### M3 wires

(3 px per um)
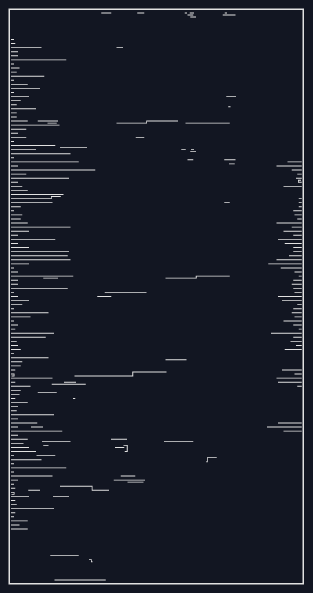
### Metal layers overlaid

(2 px per um)
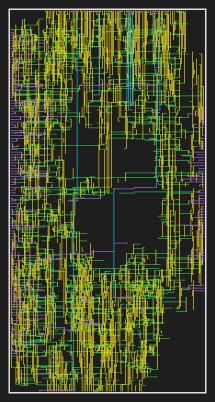
### The clock network

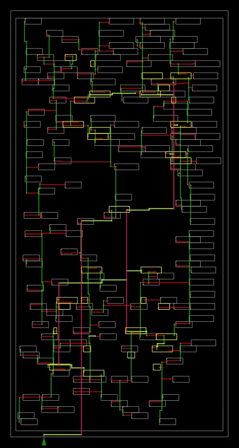
### Selected gate families

(2 px per um)
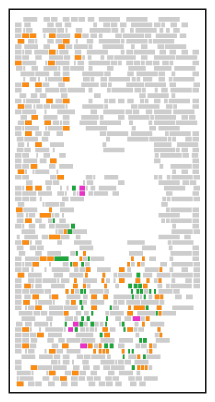
===== config.mk =====
export PLATFORM = sky130hd
export DESIGN_NAME = cache_port_arbiter
export DESIGN_NICKNAME = d
export VERILOG_FILES = /design/src/rtl/cache_pkg.sv /design/src/rtl/rr_pick2.sv /design/src/rtl/cache_port_arbiter.sv
export SDC_FILE = /design/constraint.sdc
export NUM_CORES = 1
export LEC_CHECK = 0
export CAP_MARGIN = 15
export CORE_ASPECT_RATIO = 2
export CORE_MARGIN = 2
export CORE_UTILIZATION = 35
export CTS_CLUSTER_SIZE = 16
export DETAILED_ROUTE_END_ITERATION = 16
export PLACE_DENSITY = 0.72
export SYNTH_ARGS = -nofsm -noshare
export SYNTH_HDL_FRONTEND = slang
export SYNTH_SLANG_ARGS = --single-unit

===== constraint.sdc =====
create_clock -name clk -period 5.55 [get_ports clk]
set_input_delay 0.8325 -clock clk [delete_from_list [all_inputs] [get_ports clk]]
set_output_delay 0.8325 -clock clk [all_outputs]
set_load 0.01 [all_outputs]

===== src/rtl/cache_pkg.sv =====
// Shared definitions for the cache port arbiter: default widths and FSM states.
package cache_pkg;

  localparam int MEM_WIDTH_DEF  = 32;
  localparam int FULL_WIDTH_DEF = 18;

  // ARB picks a port, ISSUE drives the cache for one cycle, BUSY waits for it.
  typedef enum logic [1:0] {
    ARB   = 2'd0,
    ISSUE = 2'd1,
    BUSY  = 2'd2
  } arb_state_t;

endpackage


===== src/rtl/rr_pick2.sv =====
// Two-way round-robin picker. The pointer names the port favoured on a tie
// and flips to the other port after every grant.
module rr_pick2 (
  input  logic       clk,
  input  logic       rst,
  input  logic       en,
  input  logic [1:0] req,
  output logic [1:0] gnt
);

  // 0 favours port 0, 1 favours port 1
  logic prio_reg;

  // Grant selection: tie broken by the pointer, single requester wins outright
  always_comb begin
    gnt = 2'b00;
    if (en) begin
      if (req == 2'b11) begin
        gnt = prio_reg ? 2'b10 : 2'b01;
      end else begin
        gnt = req;
      end
    end
  end

  // Pointer update: after granting port 0, favour port 1, and vice versa
  always_ff @(posedge clk) begin
    if (rst) begin
      prio_reg <= 1'b0;
    end else if (|gnt) begin
      prio_reg <= gnt[0];
    end
  end

endmodule


===== src/rtl/cache_port_arbiter.sv =====
// Two-port front end for a single-ported cache: round-robin grant, one-cycle
// cache command, wait for the cache to return to idle, then per-port done.
module cache_port_arbiter
  import cache_pkg::*;
#(
  parameter int MEM_WIDTH  = MEM_WIDTH_DEF,
  parameter int FULL_WIDTH = FULL_WIDTH_DEF,
  parameter int CNT_WIDTH  = 16
) (
  input  logic                  clk,
  input  logic                  rst,
  input  logic                  p0_req,
  input  logic                  p0_wren,
  input  logic [FULL_WIDTH-1:0] p0_addr,
  input  logic [MEM_WIDTH-1:0]  p0_din,
  input  logic                  p1_req,
  input  logic                  p1_wren,
  input  logic [FULL_WIDTH-1:0] p1_addr,
  input  logic [MEM_WIDTH-1:0]  p1_din,
  output logic                  p0_gnt,
  output logic                  p1_gnt,
  output logic                  p0_done,
  output logic                  p1_done,
  output logic [MEM_WIDTH-1:0]  p0_q,
  output logic [MEM_WIDTH-1:0]  p1_q,
  output logic [FULL_WIDTH-1:0] c_address,
  output logic [MEM_WIDTH-1:0]  c_din,
  output logic                  c_rden,
  output logic                  c_wren,
  input  logic [MEM_WIDTH-1:0]  c_q,
  input  logic                  c_hit_miss,
  input  logic                  c_idle,
  input  logic                  stat_clr,
  output logic [CNT_WIDTH-1:0]  hit_cnt,
  output logic [CNT_WIDTH-1:0]  miss_cnt
);

  localparam logic [CNT_WIDTH-1:0] CNT_MAX = {CNT_WIDTH{1'b1}};

  arb_state_t             state_reg, state_next;
  logic [1:0]             gnt;
  logic                   owner_reg;
  logic                   wren_reg;
  logic [FULL_WIDTH-1:0]  addr_reg;
  logic [MEM_WIDTH-1:0]   din_reg;
  logic                   first_reg;
  logic                   complete;
  logic                   done_reg [2];
  logic [MEM_WIDTH-1:0]   q_reg    [2];
  logic [CNT_WIDTH-1:0]   hit_cnt_reg, miss_cnt_reg;

  rr_pick2 u_pick (
    .clk (clk),
    .rst (rst),
    .en  (state_reg == ARB),
    .req ({p1_req, p0_req}),
    .gnt (gnt)
  );

  assign p0_gnt    = gnt[0];
  assign p1_gnt    = gnt[1];
  assign p0_done   = done_reg[0];
  assign p1_done   = done_reg[1];
  assign p0_q      = q_reg[0];
  assign p1_q      = q_reg[1];
  assign c_address = addr_reg;
  assign c_din     = din_reg;
  assign hit_cnt   = hit_cnt_reg;
  assign miss_cnt  = miss_cnt_reg;

  // State register
  always_ff @(posedge clk) begin
    if (rst) begin
      state_reg <= ARB;
    end else begin
      state_reg <= state_next;
    end
  end

  // Next state, cache strobes and completion detect
  always_comb begin
    state_next = state_reg;
    c_rden     = 1'b0;
    c_wren     = 1'b0;
    complete   = 1'b0;
    case (state_reg)
      ARB: begin
        if (|gnt) state_next = ISSUE;
      end
      ISSUE: begin
        c_rden     = !wren_reg;
        c_wren     = wren_reg;
        state_next = BUSY;
      end
      BUSY: begin
        // The cache is still reporting idle on the first BUSY cycle
        if (!first_reg && c_idle) begin
          complete   = 1'b1;
          state_next = ARB;
        end
      end
      default: state_next = ARB;
    endcase
  end

  // Capture the winner's payload and identity at grant time
  always_ff @(posedge clk) begin
    if (rst) begin
      owner_reg <= 1'b0;
      wren_reg  <= 1'b0;
      addr_reg  <= '0;
      din_reg   <= '0;
    end else if (|gnt) begin
      owner_reg <= gnt[1];
      wren_reg  <= gnt[1] ? p1_wren : p0_wren;
      addr_reg  <= gnt[1] ? p1_addr : p0_addr;
      din_reg   <= gnt[1] ? p1_din  : p0_din;
    end
  end

  // Marks the first BUSY cycle
  always_ff @(posedge clk) begin
    if (rst) begin
      first_reg <= 1'b0;
    end else begin
      first_reg <= (state_reg == ISSUE);
    end
  end

  // Per-port done pulse and read-data hold register
  for (genvar gi = 0; gi < 2; gi++) begin : g_port
    always_ff @(posedge clk) begin
      if (rst) begin
        done_reg[gi] <= 1'b0;
        q_reg[gi]    <= '0;
      end else begin
        done_reg[gi] <= complete && (owner_reg == 1'(gi));
        if (complete && (owner_reg == 1'(gi)) && !wren_reg) begin
          q_reg[gi] <= c_q;
        end
      end
    end
  end

  // Saturating hit/miss statistics, sampled on the command cycle
  always_ff @(posedge clk) begin
    if (rst || stat_clr) begin
      hit_cnt_reg  <= '0;
      miss_cnt_reg <= '0;
    end else if (state_reg == ISSUE) begin
      if (c_hit_miss) begin
        if (hit_cnt_reg != CNT_MAX) hit_cnt_reg <= hit_cnt_reg + CNT_WIDTH'(1);
      end else begin
        if (miss_cnt_reg != CNT_MAX) miss_cnt_reg <= miss_cnt_reg + CNT_WIDTH'(1);
      end
    end
  end

endmodule

==> job_summary.md <==
### Yosys + OpenROAD results

| Metric | Value |
|---|---|
| Outcome | complete, no violations |
| Achievable Freq | 287 MHz |
| Sequential cell area share | 0.377 |
| Row cnt | 68 |
| Global-route wire length before repair | 29.6 mm |
| N_taps | 210 |
| GRT met2 Usage | 0.378 |
| Master cell of the clock root buffer | clkbuf_16 |
| Number of iterations in the first detailed-routing pass | 6 |
| Static leakage power | 0.00350 uW |
| Worst Path Arrival | 2.65 ns |
| H-tree Lvls | 4 |
| Global-route met1 utilization | 0.203 |
| Post-synthesis mux area share | 0.00163 |
| Sequential area share after synthesis | 0.608 |
| Wire length on met3 | 1.28 mm |
| Worst setup path class | input pin to output pin |
| FF-to-FF End | hit_cnt[13] |
| GRT busiest layer | met2 |
| Worst path slowest cell | clkdlybuf4s50_1 |
| Hold-critical path depth | 1 |
| Largest type area fraction | 0.314 |
| Overall die width | 97.5 um |
| Tool warnings | 26 |
| Metal-1 WL | 6.54 mm |
| Half-perimeter wire length after detailed placement | 13.8 mm |
| HP Class | register to register |
| Final design instance area without fill | 0.00986 mm2 |
| YS chip area | 0.00612 mm2 |
| Clk cell area share | 0.0618 |
| Cell types with the highest counts after synthesis | dfxtp_1, and2_1, edfxtp_1, nor2_1, a222oi_1 |
| Uppermost layer routed | met4 |
| PostCTS Resize Cnt | 0 |
| Slack of the worst reg-to-reg path | 3.47 ns |
| Count of cell types in the netlist | 44 |
| Clock sinks | 154 |
| Final GP Congestion | 0.777 |
| Vertical extent of the die | 191 um |
| Hold slack | 0.488 ns |
| Final core occ | 0.574 |
| Average cell area after synthesis | 11.2 um2 |
| Setup Fix Bufs, Post-CTS | 0 |
| PwrDens | 290 mW/mm2 |
| Number of max-slew violations in the final report | 0 |
| Portion of total power attributed to sequential cells | 0.444 |
| Via count of the first global-routing pass | 5,705 |
| Final Instance Count excl. Fillers | 1,052 |
| Layout buffering overhead excluding clock cells | 0.302 |
| Time the final worst path needs with I/O delays and setup | 3.48 ns |
| Via density | 5.40 |
| Fill cell total of the finished layout | 1,467 |
| Placed cells | 1,019 |
| Clk_buf instances | 26 |
| Async SR Flop Fraction | 0 |
| Synth top cell by count | dfxtp_1 |
| Die area | 0.0186 mm2 |
| Int Pwr | 2180 uW |
| P_sw | 677 uW |
| Cell Chain, Critical Path | clkdlybuf4s50_1, or3b_2, a21oi_4, clkdlybuf4s50_1 |
| Flip-flop count of the largest register after layout | 64 |
| Gate family responsible for the most delay along the worst path | buffers and inverters |
| Top cell by count, worst path | clkdlybuf4s50_1 |
| Area growth from synthesis to layout | 61.1% |
| Simple logic cell fraction of the synthesized area | 0.205 |
| TNS Setup | 0 ns |
| Mapped Area | 0.00612 mm2 |
| Peak per-stage delay on the critical path | 0.57 ns |
| Core utilization at floorplan | 0.356 |
| Complex Gates by Area | 0.152 |
| Residual antenna-violating net count after detailed routing | 0 |
| Power group with the highest consumption | registers |
| CTS tree | done |
Notes on 'M3 wires' above:
The layer carries 1,280 um of wire. The wires run mostly horizontal. The layer holds 6.7% of the routed length.
total wirelength of the detailed-routed design: 19.2 mm
total vias in the final route: 5,676
Global Route met3 Usage: 0.0527

Notes on 'Metal layers overlaid' above:
Key: yellow = metal 2 [wire length 10,800 um]; green = metal 1 [wire length 6,540 um]; purple = metal 3 [wire length 1,280 um]; cyan = metal 4 [wire length 640 um]
mean routed wirelength per cell: 18.3 um
GRT Util Overall: 0.201

Notes on 'The clock network' above:
clock skew after layout: 0.0119 ns
number of buffers created by CTS: 17
Clk power: 1170 uW

Notes on 'Selected gate families' above:
Key: orange = aoi and oai cells [cells 111, most used a222oi_1, where widely spread]; magenta = non-inverting ao/oa cells [cells 6, most used a31o_2]; green = nand cells [cells 48, most used nand2_1, where bottom middle]
logic share of the area: 0.230
most common library cell in the layout ignoring fill and taps: clkdlybuf4s50_1

Power is estimated from default activity; no workload was simulated.
